$ cat config.mk
export PLATFORM = sky130hd
export DESIGN_NAME = sdram_responder
export DESIGN_NICKNAME = d
export VERILOG_FILES = /design/src/rtl/sdram_responder.sv
export SDC_FILE = /design/constraint.sdc
export NUM_CORES = 1
export LEC_CHECK = 0
export CORE_MARGIN = 2
export CORE_UTILIZATION = 50
export DETAILED_ROUTE_END_ITERATION = 10
export PLACE_DENSITY = 0.69
export RECOVER_POWER = 100
export SYNTH_ARGS = -nofsm -noshare
export SYNTH_HDL_FRONTEND = slang
export SYNTH_SLANG_ARGS = --single-unit
export TNS_END_PERCENT = 100
$ cat constraint.sdc
create_clock -name clk0 -period 2.7 [get_ports clk0]
set_input_delay 0.405 -clock clk0 [delete_from_list [all_inputs] [get_ports clk0]]
set_output_delay 0.405 -clock clk0 [all_outputs]
set_load 0.02 [all_outputs]
$ cat src/rtl/sdram_responder.sv
// SDRAM command-bus responder: decodes host commands, tracks banks,
// and emits per-beat read/write strobes with {bank,row,col} addresses.
module sdram_responder #(
    parameter int ADD_SIZE = 12,
    parameter int BA_SIZE  = 2,
    parameter int COL_SIZE = 8,
    parameter int TRCD     = 2,
    parameter int TRFC     = 7
) (
    input  logic                                  clk0,
    input  logic                                  reset,
    input  logic                                  cs,
    input  logic                                  ras,
    input  logic                                  cas,
    input  logic                                  we,
    input  logic                                  cke,
    input  logic [BA_SIZE-1:0]                    ba,
    input  logic [ADD_SIZE-1:0]                   sadd,
    output logic                                  rd_valid,
    output logic                                  wr_valid,
    output logic [BA_SIZE+ADD_SIZE+COL_SIZE-1:0]  beat_addr,
    output logic                                  busy,
    output logic                                  err,
    output logic [2:0]                            err_code
);

    localparam int NB  = 2 ** BA_SIZE;
    localparam int TCW = $clog2(TRCD + 1);
    localparam int RFW = $clog2(TRFC + 1);

    typedef enum logic [2:0] {
        C_NOP, C_ACT, C_RD, C_WR, C_PRE, C_REF, C_LMR
    } cmd_e;

    typedef struct packed {
        logic                v;
        logic                rd;
        logic [BA_SIZE-1:0]  ba;
        logic [ADD_SIZE-1:0] row;
        logic [COL_SIZE-1:0] col;
        logic [2:0]          bl;
    } slot_t;

    cmd_e cmd;

    logic [NB-1:0]       open_q, open_d;
    logic [ADD_SIZE-1:0] row_q [NB];
    logic [ADD_SIZE-1:0] row_d [NB];
    logic [TCW-1:0]      trcd_q [NB];
    logic [TCW-1:0]      trcd_d [NB];
    logic [RFW-1:0]      rf_q, rf_d;
    logic [2:0]          bl_q, bl_d;
    logic [2:0]          cl_q, cl_d;

    // Start slots: entry k starts a burst k+1 enabled edges from now
    slot_t               slot_q [3];
    slot_t               slot_d [3];
    slot_t               ns;

    logic                rdv_q, rdv_d;
    logic                wrv_q, wrv_d;
    logic                fp_q, fp_d;
    logic                kill_q, kill_d;
    logic [2:0]          blb_q, blb_d;
    logic [3:0]          rem_q, rem_d;
    logic [BA_SIZE-1:0]  bba_q, bba_d;
    logic [ADD_SIZE-1:0] bro_q, bro_d;
    logic [COL_SIZE-1:0] bcol_q, bcol_d;
    logic                err_q, err_d;
    logic [2:0]          ec_q, ec_d;

    function automatic logic [3:0] bl_len(input logic [2:0] code);
        case (code)
            3'd0:    return 4'd1;
            3'd1:    return 4'd2;
            3'd2:    return 4'd4;
            3'd3:    return 4'd8;
            default: return 4'd0;
        endcase
    endfunction

    // Wrap inside the BL-aligned block; full page wraps the whole row
    function automatic logic [COL_SIZE-1:0] nxt_col(
        input logic [COL_SIZE-1:0] c,
        input logic [2:0]          code
    );
        logic [COL_SIZE-1:0] m;
        if (code == 3'd7)
            m = '1;
        else
            m = COL_SIZE'(bl_len(code)) - COL_SIZE'(1);
        return (c & ~m) | ((c + COL_SIZE'(1)) & m);
    endfunction

    always_comb begin
        cmd = C_NOP;
        if (!cs) begin
            case ({ras, cas, we})
                3'b011:  cmd = C_ACT;
                3'b101:  cmd = C_RD;
                3'b100:  cmd = C_WR;
                3'b010:  cmd = C_PRE;
                3'b001:  cmd = C_REF;
                3'b000:  cmd = C_LMR;
                default: cmd = C_NOP;
            endcase
        end
    end

    always_comb begin
        open_d = open_q;
        row_d  = row_q;
        trcd_d = trcd_q;
        rf_d   = rf_q;
        bl_d   = bl_q;
        cl_d   = cl_q;
        slot_d = slot_q;
        rdv_d  = rdv_q;
        wrv_d  = wrv_q;
        fp_d   = fp_q;
        kill_d = kill_q;
        blb_d  = blb_q;
        rem_d  = rem_q;
        bba_d  = bba_q;
        bro_d  = bro_q;
        bcol_d = bcol_q;
        err_d  = 1'b0;
        ec_d   = ec_q;
        ns     = '0;

        if (cke) begin
            for (int i = 0; i < NB; i++)
                if (trcd_q[i] != '0)
                    trcd_d[i] = trcd_q[i] - TCW'(1);
            if (rf_q != '0)
                rf_d = rf_q - RFW'(1);

            slot_d[0] = slot_q[1];
            slot_d[1] = slot_q[2];
            slot_d[2] = '0;

            if (slot_q[0].v) begin
                rdv_d  = slot_q[0].rd;
                wrv_d  = !slot_q[0].rd;
                bba_d  = slot_q[0].ba;
                bro_d  = slot_q[0].row;
                bcol_d = slot_q[0].col;
                blb_d  = slot_q[0].bl;
                fp_d   = (slot_q[0].bl == 3'd7);
                rem_d  = bl_len(slot_q[0].bl) - 4'd1;
            end else if ((rdv_q || wrv_q) && !kill_q
                         && (fp_q || rem_q != 4'd0)) begin
                bcol_d = nxt_col(bcol_q, blb_q);
                if (!fp_q)
                    rem_d = rem_q - 4'd1;
            end else begin
                rdv_d = 1'b0;
                wrv_d = 1'b0;
            end
            kill_d = 1'b0;

            if (cmd != C_NOP && rf_q != '0) begin
                err_d = 1'b1;
                ec_d  = 3'd4;
            end else begin
                case (cmd)
                    C_ACT: begin
                        if (open_q[ba]) begin
                            err_d = 1'b1;
                            ec_d  = 3'd3;
                        end else begin
                            open_d[ba] = 1'b1;
                            row_d[ba]  = sadd;
                            trcd_d[ba] = TCW'(TRCD - 1);
                        end
                    end
                    C_RD, C_WR: begin
                        if (!open_q[ba]) begin
                            err_d = 1'b1;
                            ec_d  = 3'd1;
                        end else if (trcd_q[ba] != '0) begin
                            err_d = 1'b1;
                            ec_d  = 3'd2;
                        end else begin
                            ns.v   = 1'b1;
                            ns.rd  = (cmd == C_RD);
                            ns.ba  = ba;
                            ns.row = row_q[ba];
                            ns.col = sadd[COL_SIZE-1:0];
                            ns.bl  = bl_q;
                            if (cmd == C_WR)
                                slot_d[0] = ns;
                            else if (cl_q == 3'd3)
                                slot_d[2] = ns;
                            else
                                slot_d[1] = ns;
                        end
                    end
                    C_PRE: begin
                        if (sadd[10])
                            open_d = '0;
                        else
                            open_d[ba] = 1'b0;
                        kill_d = (rdv_d || wrv_d)
                                 && (sadd[10] || bba_d == ba);
                    end
                    C_REF: begin
                        if (open_q != '0) begin
                            err_d = 1'b1;
                            ec_d  = 3'd6;
                        end else begin
                            rf_d = RFW'(TRFC);
                        end
                    end
                    C_LMR: begin
                        if ((sadd[2:0] >= 3'd4 && sadd[2:0] <= 3'd6)
                            || (sadd[6:4] != 3'd2 && sadd[6:4] != 3'd3)) begin
                            err_d = 1'b1;
                            ec_d  = 3'd5;
                        end else begin
                            bl_d = sadd[2:0];
                            cl_d = sadd[6:4];
                        end
                    end
                    default: ;
                endcase
            end
        end
    end

    always_ff @(posedge clk0) begin
        if (reset) begin
            open_q <= '0;
            rf_q   <= '0;
            bl_q   <= 3'd0;
            cl_q   <= 3'd2;
            for (int i = 0; i < NB; i++) begin
                row_q[i]  <= '0;
                trcd_q[i] <= '0;
            end
            for (int i = 0; i < 3; i++)
                slot_q[i] <= '0;
            rdv_q  <= 1'b0;
            wrv_q  <= 1'b0;
            fp_q   <= 1'b0;
            kill_q <= 1'b0;
            blb_q  <= 3'd0;
            rem_q  <= 4'd0;
            bba_q  <= '0;
            bro_q  <= '0;
            bcol_q <= '0;
            err_q  <= 1'b0;
            ec_q   <= 3'd0;
        end else begin
            open_q <= open_d;
            rf_q   <= rf_d;
            bl_q   <= bl_d;
            cl_q   <= cl_d;
            row_q  <= row_d;
            trcd_q <= trcd_d;
            slot_q <= slot_d;
            rdv_q  <= rdv_d;
            wrv_q  <= wrv_d;
            fp_q   <= fp_d;
            kill_q <= kill_d;
            blb_q  <= blb_d;
            rem_q  <= rem_d;
            bba_q  <= bba_d;
            bro_q  <= bro_d;
            bcol_q <= bcol_d;
            err_q  <= err_d;
            ec_q   <= ec_d;
        end
    end

    assign rd_valid  = rdv_q;
    assign wr_valid  = wrv_q;
    assign beat_addr = {bba_q, bro_q, bcol_q};
    assign busy      = (rf_q != '0);
    assign err       = err_q;
    assign err_code  = ec_q;

endmodule

==> PnR_summary.wiki, run 1 <==
== Implementation results ==
{| class="wikitable"
! Metric !! Value
|-
| Summed standard-cell area reported by yosys || slightly above 0.008 mm2
|-
| Wire length of the first global-routing pass || about 30 mm
|-
| Final number of hold-violating endpoints || 0
|-
| Setup repair after global routing missed its margin || false
|-
| Clk ins delay skew pair || 430 ps
|-
| Arrival time reported for the critical path endpoint || ~2800 ps
|-
| Largest clock skew in the final design || 9.788 ps
|-
| Antenna-violating nets left || 0
|-
| End of the worst register-to-register path || row_q[0]$_SDFFE_PP0P_
|-
| Worst Hold Endpoint || rf_q[2]$_SDFFE_PP0P_
|-
| Net count, final || 927
|-
| Instance area at placement || between 0.008 and 0.009 mm2
|-
| Via count of the first global-routing pass || about 5.9k
|-
| Share of synthesized registers carrying an async set or reset || 0
|-
| Floorplan Utilization || 0.5138
|-
| Antenna diodes || 0
|-
| Resize count post-CTS || 0
|-
| Yosys cell count || between 800 and 900
|-
| DR WL met2 || 8.342 mm
|-
| Max-area cell share || 0.4570
|-
| Maximum level of the CTS H-tree || 4
|-
| Cell variety after synth || between 60 and 70
|-
| Class of the most critical setup path || flop to flop
|-
| CTS clock-pin slew for the worst setup and hold paths || ~70 ps
|-
| #FFs+latches synth || approximately 190
|-
| Proportion of layout cells with a drive suffix above 1 || 0.09091
|-
| Core ar. || 0.01594 mm2
|-
| Tally of non-filler cells in the final layout || 1129
|-
| Average cell area after synthesis || between 9 and 10 um2
|-
| Largest fanout on the critical path || 12
|-
| Post-synthesis instance total || roughly 870
|-
| Clock net sink count || about 190
|-
| Dpl hpwl || roughly 12 mm
|-
| Final cycle utilization of the critical path || 0.9259
|-
| Io pins || about 50
|-
| Number of placed instances with taps included || roughly 1.1k
|-
| Top routing layer in use || met4
|-
| GRT Util Overall || 0.2124
|-
| Inserted Clock Buffers || 17
|-
| Slew margin rel. || 0.4153
|-
| Largest cells by area || dfxtp_1 46%, mux2i_1 13%, nand2_1 5.0%, o21ai_0 4.2%, mux4_2 3.8%
|-
| Ratio of total power to cell area || 616.3 mW/mm2
|-
| Port-buffer cells || around 49
|-
| Fmax achieved || 400.0 MHz
|-
| Portion of the post-synthesis area used by sequential elements || 0.4570
|-
| Reported leakage power || 3.722 nW
|-
| Overall die height || approximately 130 um
|-
| CP startpoint || rf_q[0]$_SDFFE_PP0P_
|-
| Count of TritonRoute iterations in the first routing pass || 5
|-
| Most common cell after layout, fill and taps aside || dfxtp_1
|-
| Commonest cells post-synth || 187 x dfxtp_1, 109 x nand2_1, 108 x mux2i_1, 84 x nor2_1, 68 x o21ai_0
|-
| Netlist Area Pre-Place || between 0.008 and 0.009 mm2
|-
| Reported max-cap violation count || 0
|-
| Maximum number of pins on one net before global-route repair || slightly below 80
|-
| CP Data Required Time || ~3000 ps
|-
| Utilization after layout || 0.5921
|-
| Flip-flops with a built-in enable || 0
|-
| Timing endpoint of the critical path || row_q[0]$_SDFFE_PP0P_
|-
| Status || completed
|-
| Total die size || roughly 0.017 mm2
|-
| Routed wire length per instance || around 16 um
|-
| Num rows || about 46
|-
| Maximum count of clock buffers along a single path || 2
|-
| Warning total across the stage logs || 27
|-
| Final setup violation count || 0
|-
| Worst vdd ir || between 0.0004 and 0.0005 V
|-
| Length of routed wiring on met1 || 8.944 mm
|-
| Number of vias per cell || 5.574
|-
| Routed wire length on met3 || between 600 and 700 um
|-
| Min Tclk post-route || roughly 2500 ps
|-
| Remaining global-route overflow || 0
|-
| Post-Synthesis Net Count || between 800 and 900
|-
| Number of violations reported at the end of detailed-routing iteration 0 || between 500 and 600
|-
| CTS tree || built
|-
| Yosys top cell by instances || dfxtp_1
|-
| Synth Warn # || 0
|-
| Most common flop cell mapped by yosys || dfxtp_1
|-
| Setup Total Neg Slack || 0 ps
|-
| Hold Crit Class || primary input to flop
|-
| Die Span X || 132.0 um
|-
| Total of hold buffers inserted after clock tree synthesis || 0
|-
| Beginning of the worst register-to-register path || rf_q[0]$_SDFFE_PP0P_
|-
| Type of destination of the critical path || flop
|-
| Commonest cells after routing, fill and taps aside || 187 x dfxtp_1, 109 x nand2_1, 108 x mux2i_1
|-
| Launching element type of the critical path || flop
|-
| Root buffer cell || clkbuf_16
|}
run 1: cells by family (layout without fill, tap and decap cells):
group / count (synthesis) / after routing / share of synthesized area
fa+ha+maj: 6 / 6 / 0.008859
compound gates: 192 / 192 / 0.1488
xor+xnor: 7 / 7 / 0.007484
buf+inv: 80 / 127 / 0.04903
simple gates: 271 / 271 / 0.1570
flops: 187 / 187 / 0.4570
mux: 123 / 123 / 0.1718
run 1: state kept, by name, indices dropped and copies added (netlist names), named ones only:
signal and count:
wr_valid 1, blb_q 3, err 1, trcd_q 8
open_q 4, bro_q 12, slot_q 81, bcol_q 1
fp_q 1, row_q 48, err_code 3, bl_q 3
bba_q 2, rem_q 4, cl_q 3, kill_q 1
rf_q 3, rd_valid 1
run 1: power by group:
group | leakage, nW | switching [mW] | internal (mW)
combinational | 1.93 | 0.295 | 0.189
clock | 0.280 | 1.05 | 1.48
sequential | 1.51 | 0.0214 | 2.79
total | 3.72 | 1.36 | 4.45
run 1: critical path, stage by stage, from the launching register on:
cell	delay, ps
dfxtp_1	320
inv_1	80
ha_1	200
or4b_1	500
or2_2	330
nor4_1	170
clkbuf_2	440
mux2i_1	260
nor2_1	50
run 1: cell type report:
cell class,instances,area (um2)
well taps,216,270.3
inverters,13,48.80
fillers,1472,6502
clock inverters,10,140.1
multi-input cells,599,4026
flip-flops and latches,187,3744
clock buffers,21,450.4
repair buffers,83,760.7
run 1: stage by stage:
| stage | setup slack (ps) | hold WS (ps) | power (mW) |
|---|---|---|---|
| after floorplan | 465.3 | 407.1 | 3.186 |
| after global placement | 87.97 | 420.5 | 3.364 |
| after detailed placement | 57.10 | 425.2 | 3.367 |
| after CTS | 211.7 | 249.1 | 5.884 |
| after global routing | 71.81 | 257.8 | 6.045 |
| final | 200.1 | 265.9 | 5.818 |
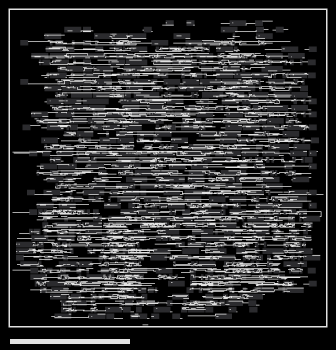
Run 1: the metal 1 layer
The bar under the picture is 50 um long.
longest straight run	36.8 um
nets with wire on the layer	883
main direction	horizontal
wire length on this layer	8940 um
share of all routed wire	49%
WL final: 18.14 mm
total number of vias: 6293
met1 demand-to-capacity share in global routing: 0.2926

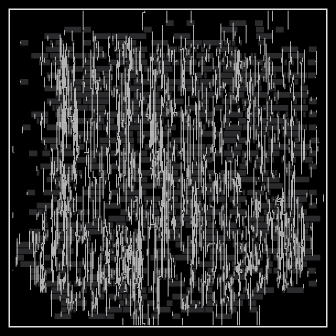
Run 1: M2 wires
wire length on this layer	8340 um
nets with wire on the layer	729
main direction	vertical
longest straight run	61.9 um
share of all routed wire	46%
global-route track usage on met2: 0.3351

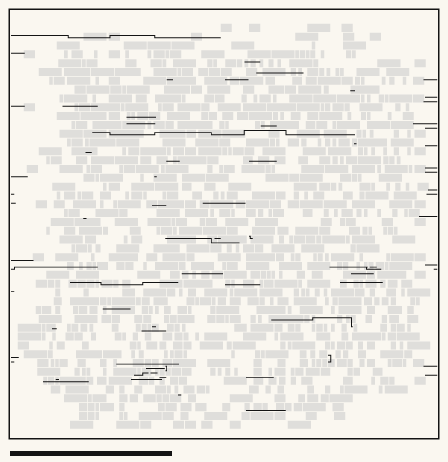
Run 1: M3 wires
The bar under the picture is 50 um long.
wire length on this layer	603 um
nets with wire on the layer	55
main direction	horizontal
longest straight run	25.5 um
met3 global-route usage: 0.04614

==> run 2, diff against run 1 <==
--- a/config.mk
+++ b/config.mk
@@ -5,10 +5,13 @@
 export SDC_FILE = /design/constraint.sdc
 export NUM_CORES = 1
 export LEC_CHECK = 0
+export ABC_AREA = 1
+export CELL_PAD_IN_SITES_DETAIL_PLACEMENT = 0
+export CELL_PAD_IN_SITES_GLOBAL_PLACEMENT = 2
 export CORE_MARGIN = 2
-export CORE_UTILIZATION = 50
+export CORE_UTILIZATION = 34
 export DETAILED_ROUTE_END_ITERATION = 10
-export PLACE_DENSITY = 0.69
+export PLACE_DENSITY_LB_ADDON = 0.1
 export RECOVER_POWER = 100
 export SYNTH_ARGS = -nofsm -noshare
 export SYNTH_HDL_FRONTEND = slang
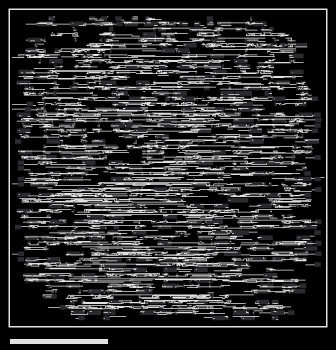
Run 2: the metal 1 layer
The bar under the picture is 50 um long.
share of all routed wire	54%
main direction	horizontal
met1 demand-to-capacity share in global routing: 0.2774
WL final: 23.43 mm

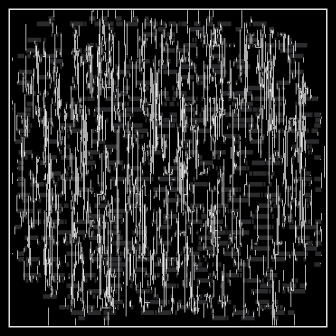
Run 2: M2 wires
wire length on this layer	10200 um
share of all routed wire	43%
main direction	vertical
nets with wire on the layer	865
longest straight run	70.0 um
global-route track usage on met2: 0.2778
total number of vias: 7442

==> run 2 against run 1 <==
Hold slack better by 180 ps. Setup slack better by 78 ps. Cell count up 39%. Routed wire length up 29%. Global-route usage down 2.8 points. Final area up 5.0%. Core utilization down 18 points. Sequential share of layout area down 1.9 points. Critical path depth down 2. Clock power up 5%. Total power up 4.4%. Non-clock buffer count up 6. Critical endpoint is now busy.
==> PnR_summary.wiki, run 2 <==
== Implementation results ==
{| class="wikitable"
! Metric !! Value
|-
| Most area-hungry cell class in the final design || flip-flops and latches
|-
| Clock buffer count in the final layout || 17
|-
| Part of the total power dissipated in sequential elements || 0.466
|-
| Warning total across the stage logs || 29
|-
| Footprint of the multi-input gates || 0.003645 mm2
|-
| Antenna diodes || 0
|-
| Worst path slowest cell || dlygate4sd3_1
|-
| Routed wire length per instance || approximately 15 um
|-
| Top Family by Delay on Critical Path || buffers and inverters
|-
| Reported leakage power || just under 4 nW
|-
| Storage cell area || ~0.0037 mm2
|-
| Root buffer cell || clkbuf_16
|-
| Slew margin rel. || 0.4173
|-
| Remaining global-route overflow || 0
|-
| Clk ins delay skew pair || around 430 ps
|-
| Die Span X || ~160 um
|-
| Hold Crit Class || flop to flop
|-
| Net count, final || ~1.3k
|-
| #FFs+latches synth || around 190
|-
| Largest registers ranked by flip-flop count || slot_q x81, row_q x48, bro_q x12
|-
| Largest register by flop count || slot_q
|-
| Cell Chain, Critical Path || inv_1, ha_1, inv_1, nor2_4, inv_1, dlygate4sd3_1
|-
| Fillers || ~2.6k
|-
| Number of violations reported at the end of detailed-routing iteration 0 || 531
|-
| Cell repeated most along the worst path || inv_1
|-
| Number of logic gates || about 760
|-
| Final Total Pwr || 6.076 mW
|-
| CTS tree || built
|-
| Largest fanout on the critical path || 6
|-
| Portion of the post-synthesis area used by sequential elements || 0.4482
|-
| Total of hold buffers inserted after clock tree synthesis || 0
|-
| Netlist Area Pre-Place || between 0.008 and 0.009 mm2
|-
| Number of well taps || approximately 320
|-
| Arrival time reported for the critical path endpoint || roughly 2000 ps
|-
| Io pins || approximately 50
|-
| Number of flip-flops under the largest register name || about 81
|-
| Final cycle utilization of the critical path || 0.8970
|-
| Tally of non-filler cells in the final layout || 1565
|-
| Class of the most critical setup path || flop to primary output
|-
| Type of destination of the critical path || primary output
|-
| Port-buffer cells || around 49
|-
| Status || completed
|-
| Largest cells by area || dfxtp_1 45%, nand2_1 9.0%, inv_1 7.7%, o21ai_0 7.7%, nand3_1 7.1%
|-
| Multi-input gate share of total cell area || 0.3679
|-
| Resize count post-CTS || 0
|-
| Proportion of layout cells with a drive suffix above 1 || 0.06769
|-
| Worst vdd ir || around 0.00032 V
|-
| Floorplan Utilization || 0.3444
|-
| Overall die height || 160.7 um
|-
| Summed standard-cell area reported by yosys || 0.008352 mm2
|-
| Bufs w/o clock || ~89
|-
| Worst path bufs/invs || 4
|-
| Post-Synthesis Net Count || approximately 1.2k
|-
| Commonest cells post-synth || 201 x nand2_1, 187 x dfxtp_1, 172 x inv_1, 128 x o21ai_0, 119 x nand3_1
|-
| Setup repair after global routing missed its margin || false
|-
| Synth Warn # || 0
|-
| Largest clock skew in the final design || ~10 ps
|-
| Count of TritonRoute iterations in the first routing pass || 5
|-
| Crit path largest cell delay || about 700 ps
|-
| Num rows || 57
|-
| Maximum number of pins on one net before global-route repair || 101
|-
| Maximum level of the CTS H-tree || 4
|-
| Number of vias per cell || ~4.8
|-
| Wire length of the first global-routing pass || roughly 38 mm
|-
| Clock Power Share || 0.437
|-
| Final setup margin || 278.2 ps
|-
| Core ar. || between 0.02 and 0.025 mm2
|-
| Final setup violation count || 0
|-
| Clock net sink count || between 150 and 200
|-
| Total die size || 0.02583 mm2
|-
| Max-area cell share || 0.4482
|-
| Post-synthesis instance total || roughly 1.2k
|-
| Met3 global-route usage || 0.02738
|-
| Most common cell after layout, fill and taps aside || nand2_1
|-
| Cell internal power dissipation || ~4.5 mW
|-
| Yosys top cell by instances || nand2_1
|-
| Dpl hpwl || ~16 mm
|-
| Final number of hold-violating endpoints || 0
|-
| Setup Total Neg Slack || 0 ps
|}
==> run 2: cell count changes in the layout (fill, tap and decap cells not counted), moves of 10 or more <==
cell | previous run | this run
nand2_1 | 109 | 200
nand3_1 | 9 | 119
o22ai_1 | 0 | 45
mux2i_1 | 108 | 0
mux4_2 | 14 | 0
o21ai_0 | 69 | 151
inv_1 | 12 | 173
a21oi_1 | 39 | 108
a22oi_1 | 10 | 0
a22o_1 | 23 | 0
==> run 2: path summary, 6_finish.rpt <==
path                              start                      to  slack (ps)  cells past startpoint
setup / recovery   rf_q[1]$_SDFFE_PP0P_                    busy         280                      6
hold / removal    row_q[2]$_SDFFE_PP0P_   row_q[2]$_SDFFE_PP0P_         450                      2
setup reg to reg   rf_q[0]$_SDFFE_PP0P_  slot_q[9]$_SDFFE_PP0P_         430                     11
hold reg to reg   row_q[2]$_SDFFE_PP0P_   row_q[2]$_SDFFE_PP0P_         450                      2
==> run 2: cells by family after synthesis <==
kind of cell	after synthesis	synth area share
compound gates	320	0.2027
fa+ha+maj	5	0.007491
xor+xnor	7	0.007341
flops	187	0.4482
simple gates	424	0.2183
buf+inv	244	0.1160
==> run 2: per-layer routing <==
layer | up-vias | wire (um)
met4 | 0 | 158
met3 | 12 | 486
met2 | 89 | 10150
met1 | 3376 | 12640
li1 | 3965 | -
met5 | - | 0
==> run 2: power groups by stage <==
| stage | Clock [mW] | Combinational, mW | Sequential [mW] |
|---|---|---|---|
| after global placement | 0 | 0.611 | 2.90 |
| after floorplan | 0 | 0.332 | 2.92 |
| after CTS | 2.73 | 0.611 | 2.84 |
| after detailed placement | 0 | 0.609 | 2.90 |
| final | 2.66 | 0.584 | 2.83 |
| after global routing | 2.84 | 0.652 | 2.84 |
Power is estimated from default activity; no workload was simulated.
